==> src/rtl/bus_arbiter_3_if.sv <==
// Bus-side signal bundle for the 3-source round-robin bus arbiter.
// master drives requests and source words; slave is the arbiter.
interface bus_arbiter_3_if #(
  parameter int WIDTH = 32
);
  logic [2:0]       req;
  logic [WIDTH-1:0] in0;
  logic [WIDTH-1:0] in1;
  logic [WIDTH-1:0] in2;
  logic [2:0]       gnt;
  logic [2:0]       sig;
  logic [WIDTH-1:0] bus_out;
  logic             bus_valid;

  modport master (
    output req, in0, in1, in2,
    input  gnt, sig, bus_out, bus_valid
  );

  modport slave (
    input  req, in0, in1, in2,
    output gnt, sig, bus_out, bus_valid
  );
endinterface

==> src/rtl/bus_arbiter_3.sv <==
// Round-robin arbiter/sequencer for a 3-source shared bus: one-hot grant,
// mux select, registered bus word, hold-time limit and one-cycle turnaround.
module bus_arbiter_3 #(
  parameter int WIDTH    = 32,
  parameter int MAX_HOLD = 8
) (
  input  logic             clock_i,
  input  logic             clear_i,
  bus_arbiter_3_if.slave   bus
);
  typedef enum logic [1:0] {IDLE, GRANT, TURN} state_e;

  localparam logic [7:0] HOLD_MAX = 8'(MAX_HOLD);

  state_e           state_q, state_d;
  logic [1:0]       last_q, last_d;
  logic [7:0]       hold_q, hold_d;
  logic [2:0]       gnt_q, gnt_d;
  logic [2:0]       sig_q, sig_d;
  logic [WIDTH-1:0] bus_q, bus_d;
  logic             valid_q, valid_d;

  logic [1:0]       c1, c2, win;
  logic             any_req;
  logic [2:0]       others;
  logic [WIDTH-1:0] sel_word;

  // Rotation starts after the last owner, so the previous owner ranks lowest.
  always_comb begin
    c1      = (last_q == 2'd2) ? 2'd0 : last_q + 2'd1;
    c2      = (c1 == 2'd2) ? 2'd0 : c1 + 2'd1;
    any_req = |bus.req;
    if (bus.req[c1])      win = c1;
    else if (bus.req[c2]) win = c2;
    else                  win = last_q;
    others  = bus.req & ~(3'b001 << last_q);
    case (last_q)
      2'd0:    sel_word = bus.in0;
      2'd1:    sel_word = bus.in1;
      default: sel_word = bus.in2;
    endcase
  end

  always_comb begin
    state_d = state_q;
    last_d  = last_q;
    hold_d  = hold_q;
    gnt_d   = gnt_q;
    sig_d   = sig_q;
    bus_d   = bus_q;
    valid_d = 1'b0;
    case (state_q)
      GRANT: begin
        bus_d   = sel_word;
        valid_d = 1'b1;
        if (!bus.req[last_q] || (hold_q == HOLD_MAX && others != 3'b000)) begin
          state_d = TURN;
          gnt_d   = 3'b000;
          sig_d   = 3'd3;
        end else if (hold_q == HOLD_MAX) begin
          hold_d  = 8'd1;
        end else begin
          hold_d  = hold_q + 8'd1;
        end
      end
      default: begin
        if (any_req) begin
          state_d = GRANT;
          gnt_d   = 3'b001 << win;
          sig_d   = {1'b0, win};
          last_d  = win;
          hold_d  = 8'd1;
        end else begin
          state_d = IDLE;
          gnt_d   = 3'b000;
          sig_d   = 3'd3;
        end
      end
    endcase
  end

  always_ff @(posedge clock_i or negedge clear_i) begin
    if (!clear_i) begin
      state_q <= IDLE;
      last_q  <= 2'd2;
      hold_q  <= 8'd0;
      gnt_q   <= 3'b000;
      sig_q   <= 3'd3;
      bus_q   <= '0;
      valid_q <= 1'b0;
    end else begin
      state_q <= state_d;
      last_q  <= last_d;
      hold_q  <= hold_d;
      gnt_q   <= gnt_d;
      sig_q   <= sig_d;
      bus_q   <= bus_d;
      valid_q <= valid_d;
    end
  end

  assign bus.gnt       = gnt_q;
  assign bus.sig       = sig_q;
  assign bus.bus_out   = bus_q;
  assign bus.bus_valid = valid_q;
endmodule
==> src/flat_wrapper.sv <==
// flat-port wrapper written by rule: the top's interface ports become plain ports
module bus_arbiter_3_flat 
#(
  parameter int WIDTH    = 32,
  parameter int MAX_HOLD = 8
)
  (clock_i, clear_i, bus_req, bus_in0, bus_in1, bus_in2, bus_gnt, bus_sig, bus_bus_out, bus_bus_valid);
  bus_arbiter_3_if #(.WIDTH(WIDTH)) bus_i ();
  input  logic clock_i;
  input  logic clear_i;
  input wire logic [$bits(bus_i.req)-1:0] bus_req;
  input wire logic [$bits(bus_i.in0)-1:0] bus_in0;
  input wire logic [$bits(bus_i.in1)-1:0] bus_in1;
  input wire logic [$bits(bus_i.in2)-1:0] bus_in2;
  output wire logic [$bits(bus_i.gnt)-1:0] bus_gnt;
  output wire logic [$bits(bus_i.sig)-1:0] bus_sig;
  output wire logic [$bits(bus_i.bus_out)-1:0] bus_bus_out;
  output wire logic [$bits(bus_i.bus_valid)-1:0] bus_bus_valid;
  assign bus_i.req = bus_req;
  assign bus_i.in0 = bus_in0;
  assign bus_i.in1 = bus_in1;
  assign bus_i.in2 = bus_in2;
  assign bus_gnt = bus_i.gnt;
  assign bus_sig = bus_i.sig;
  assign bus_bus_out = bus_i.bus_out;
  assign bus_bus_valid = bus_i.bus_valid;
  bus_arbiter_3 #(.WIDTH(WIDTH), .MAX_HOLD(MAX_HOLD)) u_core (.clock_i(clock_i), .clear_i(clear_i), .bus(bus_i));
endmodule
==> config.mk <==
export PLATFORM = sky130hd
export DESIGN_NAME = bus_arbiter_3_flat
export DESIGN_NICKNAME = d
export VERILOG_FILES = /design/src/rtl/bus_arbiter_3_if.sv /design/src/rtl/bus_arbiter_3.sv /design/src/flat_wrapper.sv
export SDC_FILE = /design/constraint.sdc
export NUM_CORES = 1
export LEC_CHECK = 0
export ABC_AREA = 0
export CAP_MARGIN = 10
export CORE_MARGIN = 1.5
export CORE_UTILIZATION = 55
export DETAILED_ROUTE_END_ITERATION = 10
export DONT_BUFFER_PORTS = 1
export GPL_TIMING_DRIVEN = 0
export MAX_ROUTING_LAYER = met4
export PLACE_DENSITY = 0.78
export SYNTH_ARGS = -nofsm -noshare
export SYNTH_HDL_FRONTEND = slang
export SYNTH_SLANG_ARGS = --single-unit
export TNS_END_PERCENT = 50
==> constraint.sdc <==
create_clock -name clock_i -period 2.4 [get_ports clock_i]
set_input_delay 0.36 -clock clock_i [delete_from_list [all_inputs] [get_ports clock_i]]
set_output_delay 0.36 -clock clock_i [all_outputs]
set_load 0.02 [all_outputs]
**Run 1: met1 routing**

The bar under the picture is 20 um long. Supply wires on this layer in grey.
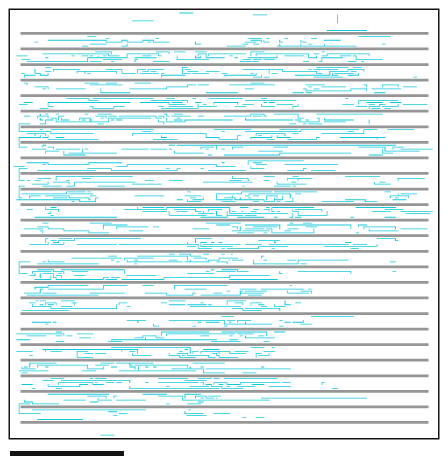
longest straight run: 38.2 um
nets with wire on the layer: 366
via count: 2,349
met1 GRT Util: 31.1%
final WL: 6890 um

**Run 1: met2 routing**

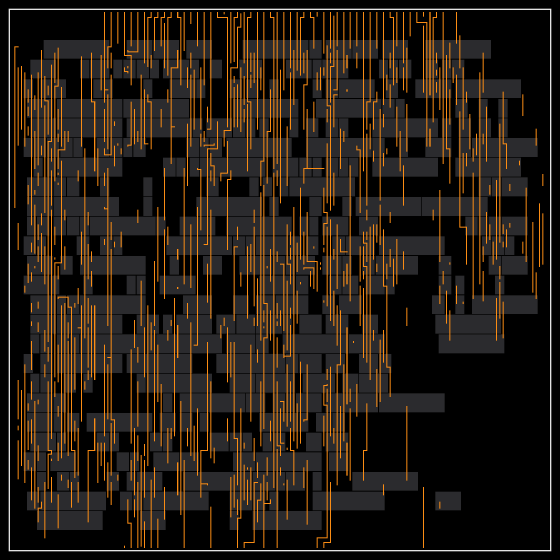
main direction: vertical
share of all routed wire: 51%
wire length on this layer: 3,490 um
nets with wire on the layer: 354
met2 Usage GRT: 42.3%

==> flow_summary.ini, run 1 <==
; physical design summary
[drt]
top_layer_used = met4
vias_per_cell = 5.93
wl_per_cell_um = 17.4

[clocking]
cts_made_buffers = 5
clk_pin_slew_worst_paths_ps = 90
tritoncts = yes
cts.repair.resized = 0
cts_root_buf = clkbuf_8

[synth]
synth.distinct_cells = 47
synth_area_um2 = 2840
syn_area_per_cell_um2 = 8.89
fp_nets = 422

[floorplan]
io_pins = 140

[final_layout]
n_all_buffers = 27
lay_top_cells = 47 x dfrtp_1, 39 x nor2_1, 39 x o21ai_0
logic_area_um2 = 1400
area.sequential_um2 = 1250
n_antenna_cell = 0
seq_share_pct = 41.2
fin_cells = 396
nonClkBufAreaFrac_pct = 5.71

[final_timing]
setup_ws_ps = 347
slew_viol_final = 0
finalCriticalPeriod_ps = 2050
tns_ps = 0

[placement]
placed_cell_area_um2 = 2920
dp.cells = 386

[outcome]
status = complete, no violations

[worst_setup_path]
endpoint_kind = flip-flop
crit_start = u_core.last_q[1]
crit_fanout = 10
cp_top_family = buffers and inverters
crit_required_ps = 2620

[power_and_ir_drop]
p_comb_mw = 1.94
maxPowerGroup = combinational logic

[global_route]
grt_pass1_wl_um = 10300

[flow_run]
warning_count = 27
**Run 1: signal wires on met3**

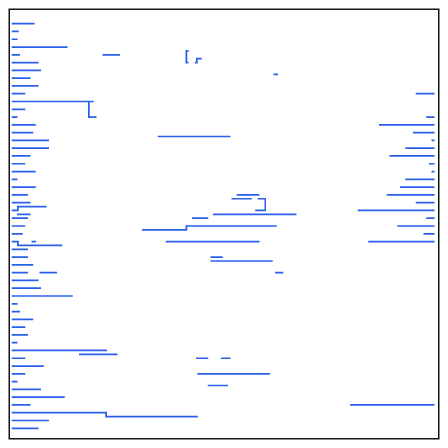
longest straight run: 16.3 um
share of all routed wire: 6.9%
wire length on this layer: 476 um
nets with wire on the layer: 88

==> inputs of run 2 (changes only) <==
CORE_UTILIZATION = 47   (was 55)
PLACE_DENSITY = 0.7   (was 0.78)
**Run 2: met2 routing**

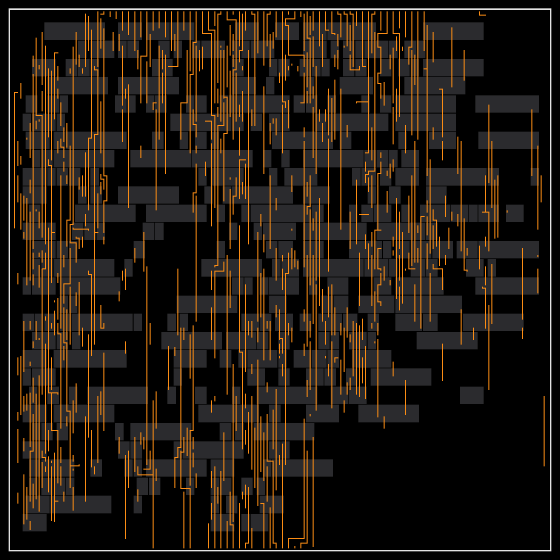
nets with wire on the layer: 340
main direction: vertical
share of all routed wire: 49%
wire length on this layer: 3,460 um
longest straight run: 31.3 um
final WL: 7030 um
via count: 2,319
met2 Usage GRT: 36.5%

**Run 2: signal wires on met3**

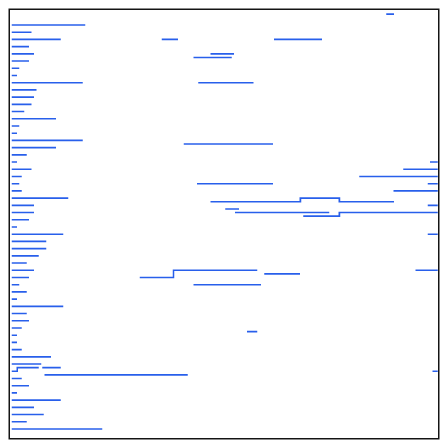
main direction: horizontal
share of all routed wire: 7.2%
longest straight run: 26.7 um

==> run 2 against run 1 <==
  * Flip-flop count stayed put
  * Critical path depth stayed put
  * Largest cell class unchanged
  * Clock power hardly changed
  * Synthesized area stayed put
  * Combinational power hardly changed
  * Register-to-register slack worse by 130 ps
  * Critical path type unchanged
  * Utilization is 11 points lower
  * Non-clock buffer count stayed put
  * Global-route usage is 2.3 points lower
==> flow_summary.ini, run 2 <==
; physical design summary
[clocking]
clk_pin_slew_worst_paths_ps = 90
cts_root_buf = clkbuf_8
cts.repair.resized = 0
clockBufferDepth = 2
cts_max_level = 2
cts_made_buffers = 5
tritoncts = yes
worstSkewPairLatency_ps = 310
cts_setup_buffers = 0
holdBufCountCts = 2

[final_layout]
finalNetCount = 431
fill_cells = 565
comb_cells = 233
seq_share_pct = 41.1
n_antenna_cell = 0
lay_top_cells = 47 x dfrtp_1, 39 x nor2_1, 39 x o21ai_0
final_core_util_pct = 51.8
n_all_buffers = 27
comb_share_pct = 45.8
area.sequential_um2 = 1250
fin_cells = 404
area_growth_pct = 7.59
logic_area_um2 = 1400
lay_top_count = dfrtp_1
nonClkBufAreaFrac_pct = 5.70

[drt]
wl_per_cell_um = 17.4
firstDrtPassIters = 4
top_layer_used = met4
vias_per_cell = 5.74

[min_path]
min_to = u_core.bus.bus_out[19]
hold_path_depth = 2
worstHoldStart = bus_in2[19]

[final_timing]
setup_ws_ps = 218
finalCriticalPeriod_ps = 2180
tightest_slew_ps = 626
finalHoldViolCount = 0
slew_viol_final = 0
timing.final.crit_share_pct = 90.9
tns_ps = 0
skew_ps = 10.3
holdWs_ps = 241

[worst_setup_path]
max_stage_delay_ps = 550
crit_start = u_core.last_q[1]
crit_required_ps = 2620
endpoint_kind = flip-flop
path_buffers = 3
crit_fanout = 10
cp_top_family = buffers and inverters
crit_chain = buf_2 -> buf_1 -> clkbuf_1 -> a21oi_1 -> o21ai_0

[flow_run]
warning_count = 27

[global_route]
grt_pass1_vias = 2185
grt_busiest_layer = met2
grt_max_degree = 51
grt.met1_usage_pct = 29.5
grt.total_usage_pct = 23.0
grt_pass1_wl_um = 10900

[floorplan]
rows = 28
io_pins = 140

[synth]
ys.flops = 50
syn_inst = 319
top_area_cell = dfrtp_1
synth.distinct_cells = 47
synth_seq_share_pct = 44.2
fp_nets = 422
async_reset_ff_share_pct = 100
synth_area_um2 = 2840
logic_family = AND-OR/OR-AND gates
adder_share_pct = 0.882
most_common_cell = dfrtp_1
syn_area_per_cell_um2 = 8.89

[power_and_ir_drop]
p_seq_mw = 1.88
p_comb_mw = 1.95
maxPowerGroup = combinational logic
p_int_mw = 2.17
power_mw = 4.32
leakage_nw = 1.34

[placement]
dp.cells = 394
dp_worst_setup_slack_ps = 191
routabilityCongestion = 0.929
placed_cell_area_um2 = 2930

[outcome]
status = complete, no violations
==> inputs of run 3 (changes only) <==
CAP_MARGIN = unset   (was 10)
CTS_CLUSTER_SIZE = 28   (was unset)
SKIP_LAST_GASP = 1   (was unset)
**Run 3: wiring heat map**

The die is cut into 16 by 16 equal tiles; dark blue is low, red is high, scaled to the fullest tile. Values are wire area over tile area, all layers added.
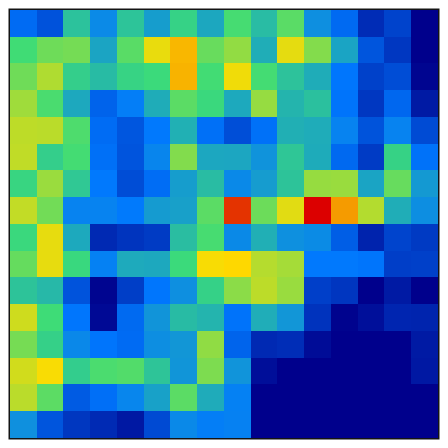
nearly empty tiles: 12%
mean over tiles: 0.17
emptiest ninth of the die: bottom right
tiles over half the peak: 25%
fullest tile: 0.52

**Run 3: met1 routing**

The bar under the picture is 20 um long. Supply wires on this layer in grey.
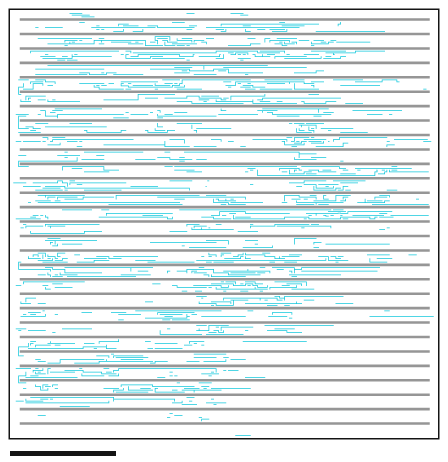
longest straight run: 41.4 um
wire length on this layer: 2,990 um
share of all routed wire: 43%
met1 GRT Util: 29.5%

==> run 3 against run 2 <==
  * Critical path depth unchanged
  * Via count unchanged
  * Clock skew unchanged
  * Non-clock buffer count stayed put
  * Largest cell class unchanged
  * Clock-buffer cell count unchanged
  * Global-route usage unchanged
  * Total power is the same
  * Critical path type unchanged
  * Sequential share of layout area did not move
==> flow_summary.ini, run 3 <==
; physical design summary
[outcome]
status = complete, no violations

[power_and_ir_drop]
p_int_mw = 2.17
maxPowerGroup = combinational logic
p_seq_mw = 1.88
p_comb_mw = 1.95

[drt]
wl_per_cell_um = 17.4
top_layer_used = met4
firstDrtPassIters = 4
wirelength_um = 7030

[global_route]
grtUsageMet2_pct = 36.5
grt.total_usage_pct = 23.0

[synth]
synth_seq_share_pct = 44.2
synth_area_um2 = 2840
top_area_cell = dfrtp_1
syn_inst = 319
fp_nets = 422
adder_share_pct = 0.882

[final_layout]
n_all_buffers = 27
final_core_util_pct = 51.8
n_antenna_cell = 0
fin_cells = 404
seq_share_pct = 41.1
area.sequential_um2 = 1250

[min_path]
hold_path_depth = 2
min_to = u_core.bus.bus_out[19]

[clocking]
cts_max_level = 2
cts.repair.resized = 0
worstSkewPairLatency_ps = 310
cts_setup_buffers = 0

[final_timing]
tightest_slew_ps = 626
holdWs_ps = 241
slew_viol_final = 0
setup_ws_ps = 218

[worst_setup_path]
crit_start = u_core.last_q[1]
crit_chain = buf_2 -> buf_1 -> clkbuf_1 -> a21oi_1 -> o21ai_0

[placement]
routabilityCongestion = 0.929
dp_worst_setup_slack_ps = 191

[floorplan]
rows = 28
No activity file was given, so power comes from the tool's default toggle rates.
